Figure 1. Port wiring.
(1 px per µm)
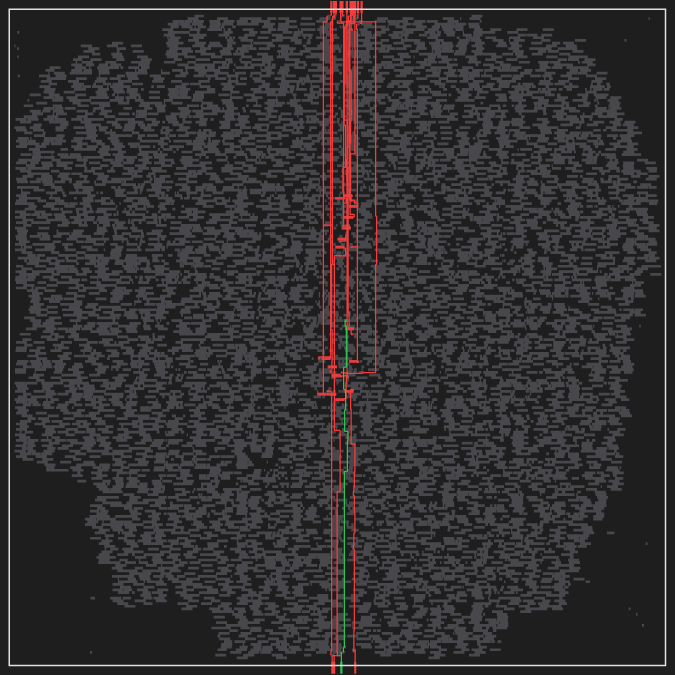
Figure 2. Sequential cells coloured by netlist name.
(1 px per µm) Other sequential cells in the stronger grey, the rest of the logic in the fainter grey.
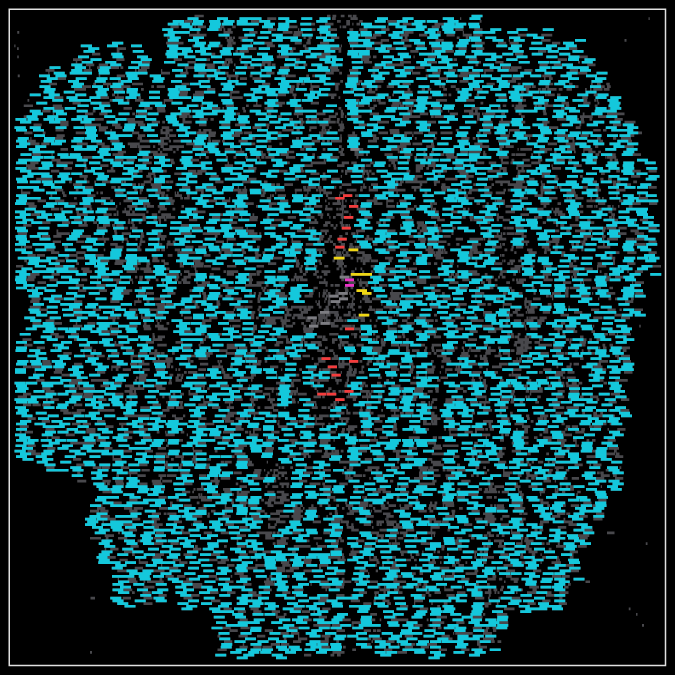
===== config.mk =====
export PLATFORM = sky130hd
export DESIGN_NAME = bank_fifo
export DESIGN_NICKNAME = d
export VERILOG_FILES = /design/src/rtl/bank_fifo.sv
export SDC_FILE = /design/constraint.sdc
export NUM_CORES = 2
export LEC_CHECK = 0
export ABC_CLOCK_PERIOD_IN_PS = 3850
export CAP_MARGIN = 20
export CELL_PAD_IN_SITES_DETAIL_PLACEMENT = 0
export CELL_PAD_IN_SITES_GLOBAL_PLACEMENT = 1
export CORE_MARGIN = 3
export CORE_UTILIZATION = 38
export DETAILED_ROUTE_END_ITERATION = 12
export PLACE_DENSITY_LB_ADDON = 0.12
export RECOVER_POWER = 25
export SETUP_SLACK_MARGIN = 0.2
export SLEW_MARGIN = 25
export SYNTH_ARGS = -nofsm -noshare
export SYNTH_HDL_FRONTEND = slang
export SYNTH_SLANG_ARGS = --single-unit
export TNS_END_PERCENT = 100

===== constraint.sdc =====
create_clock -name clk -period 3.85 [get_ports clk]
set_input_delay 0.9625 -clock clk [delete_from_list [all_inputs] [get_ports clk]]
set_output_delay 0.9625 -clock clk [all_outputs]
set_load 0.02 [all_outputs]

===== src/rtl/bank_fifo.sv =====
// Two-bank ping-pong word FIFO: the writer fills one bank while the reader drains the other.
// Optional status outputs (full_banks, w_overflow) are enabled by defining BANK_FIFO_STATUS_EN.
module bank_fifo #(
   parameter int W = 16,
   parameter int N = 7
) (
   input  logic         clk,
   input  logic         rst_n,
   input  logic         w_trigger,
   input  logic [W-1:0] w_data,
   output logic         w_done,
   input  logic         r_trigger,
   output logic [W-1:0] r_data,
   output logic         r_done
`ifdef BANK_FIFO_STATUS_EN
   ,
   output logic [1:0]   full_banks,
   output logic         w_overflow
`endif
);

   localparam int           DEPTH    = 2 ** (N + 1);
   localparam logic [N-1:0] ADDR_ONE = {{(N - 1) {1'b0}}, 1'b1};

   logic [W-1:0] r_mem [DEPTH];
   logic         r_w_bank;
   logic [N-1:0] r_w_addr;
   logic         r_rd_bank;
   logic [N-1:0] r_rd_addr;
   logic [1:0]   r_full;
   logic [W-1:0] r_rdata;
   logic         r_rdone;

   logic         w_rd;
   logic         w_w_last;
   logic         w_r_last;
   logic [1:0]   w_full_nxt;

   // Writer and reader can never target the same bank: one needs it empty, the other full.
   assign w_done   = w_trigger & ~r_full[r_w_bank];
   assign w_rd     = r_trigger & r_full[r_rd_bank];
   assign w_w_last = &r_w_addr;
   assign w_r_last = &r_rd_addr;

   always_comb begin
      // NOTE: default assigned first so every path drives the signal and no latch is inferred.
      w_full_nxt = r_full;
      if (w_done && w_w_last) w_full_nxt[r_w_bank] = 1'b1;
      if (w_rd && w_r_last)   w_full_nxt[r_rd_bank] = 1'b0;
   end

   // NOTE: the storage array is deliberately not reset; only control state is cleared, which
   // keeps it mappable onto block RAM. Stale words are unreachable because the flags are cleared.
   always_ff @(posedge clk) begin
      if (w_done) r_mem[{r_w_bank, r_w_addr}] <= w_data;
   end

   always_ff @(posedge clk or negedge rst_n) begin
      if (!rst_n) begin
         r_w_bank  <= 1'b0;
         r_w_addr  <= '0;
         r_rd_bank <= 1'b0;
         r_rd_addr <= '0;
         r_full    <= 2'b00;
         r_rdata   <= '0;
         r_rdone   <= 1'b0;
      end else begin
         r_full  <= w_full_nxt;
         r_rdone <= w_rd;
         if (w_done) begin
            r_w_addr <= r_w_addr + ADDR_ONE;
            if (w_w_last) r_w_bank <= ~r_w_bank;
         end
         if (w_rd) begin
            r_rdata   <= r_mem[{r_rd_bank, r_rd_addr}];
            r_rd_addr <= r_rd_addr + ADDR_ONE;
            if (w_r_last) r_rd_bank <= ~r_rd_bank;
         end
      end
   end

   assign r_data = r_rdata;
   assign r_done = r_rdone;

`ifdef BANK_FIFO_STATUS_EN
   logic [1:0] r_full_banks;
   logic       r_overflow;

   always_ff @(posedge clk or negedge rst_n) begin
      if (!rst_n) begin
         r_full_banks <= 2'd0;
         r_overflow   <= 1'b0;
      end else begin
         r_full_banks <= {1'b0, w_full_nxt[0]} + {1'b0, w_full_nxt[1]};
         if (w_trigger && !w_done) r_overflow <= 1'b1;
      end
   end

   assign full_banks = r_full_banks;
   assign w_overflow = r_overflow;
`endif

endmodule


==> out/results.ini <==
[drt]
drc=0
first_iter_violations=9363
top_layer=met5
wl_met2_mm=243
wl_mm=520
ant_nets=1
viasPerCell=5.78

[worst_setup_path]
crit_chain=buf_12 -> buf_16 -> buf_12 -> buf_4 -> mux4_2 -> mux2i_1 -> o21ai_0 -> nor4_4 -> buf_4 -> a221oi_2 -> a221o_1
timing_worst_setup_path_type=reg2reg
crit_fanout=29
r2r_cells=11
cp-end-kind=flip-flop
reg2reg_to=r_data[5]
crit_buf_inv=5
regToRegSetupSlack_ns=0.17

[final_layout]
final_area_mm2=0.191
comb-cell-share_pct=17.8
lay_top_cells=edfxtp_1 (4096), mux4_2 (842), mux2i_1 (499)
largest_cell_class=sequential cells
regMostFlops=r_mem
sh_seq_area_pct=65.0
fin_util_pct=45.6
lay_top_count=edfxtp_1
layout-drive-gt1-share_pct=30.4
logic_gate_count=2822

[clock_network]
hold_buffers=0
cts_resized=30
root_buffer=clkbuf_16
numCtsBuffers=443
clkLatencyLatePin_ns=1.02
clock_path_buffers=4

[synth]
syn_area_mm2=0.160
ff_type=edfxtp_1
top_cell_area_share_pct=76.9
ys.flops=4131
post-synth-top-count-cell=edfxtp_1
yosys.area.top_type=edfxtp_1
simple_gate_area_share_pct=1.83
synthTopCellsByCount=edfxtp_1 (4096), mux4_2 (842), mux2i_1 (500)

[sta]
fin_tns_setup_ns=0
maxSlewHeadroom_pct=-155
report.final.slew_viol_count=1342
hold_ws_ns=0.550
fin_worst_skew_ns=0.0769
final-setup-viol-count=0
hold_viol=0
setup_ws_ns=0.165

[pwr]
intPower_mw=75.2
maxPowerGroup=registers
p_leak_nw=64.1
clkPwrFrac_pct=44.5
combPwrFrac_pct=2.9
p_total_mw=95.4
ir_drop_mv=0.380
p_per_area_mw_per_mm2=500
power_sequential_mw=50.1

[grt]
grt_use_met1_pct=34.7
grt_max_degree=114
use_met3_pct=3.66
top_usage_layer=met2
track_usage_pct=24.0

[hold_path]
hp-class=reg2reg

[status]
violations=antenna rules, capacitance limit, slew limit
status=finished, violations left

[placement]
hpwl_mm=326
port_buffers=37

[floorplan]
die_w_um=655
dieHeight_um=655

[flow_run]
maxCapViolCount=22

Notes on Figure 1 above:
red -> r_data  # direction output, edge 13 top, 3 bottom, end cells 16, wire 5040 µm
green -> w_trigger  # direction input, edge bottom, end cells 1, wire 357 µm

Notes on Figure 2 above:
magenta -> r_full  # placed flops 2
yellow -> r_rd_addr  # placed flops 7, where centre
red -> r_data  # placed flops 16, where centre
cyan -> r_mem  # placed flops 4096, where spread over the die
not coloured = 10

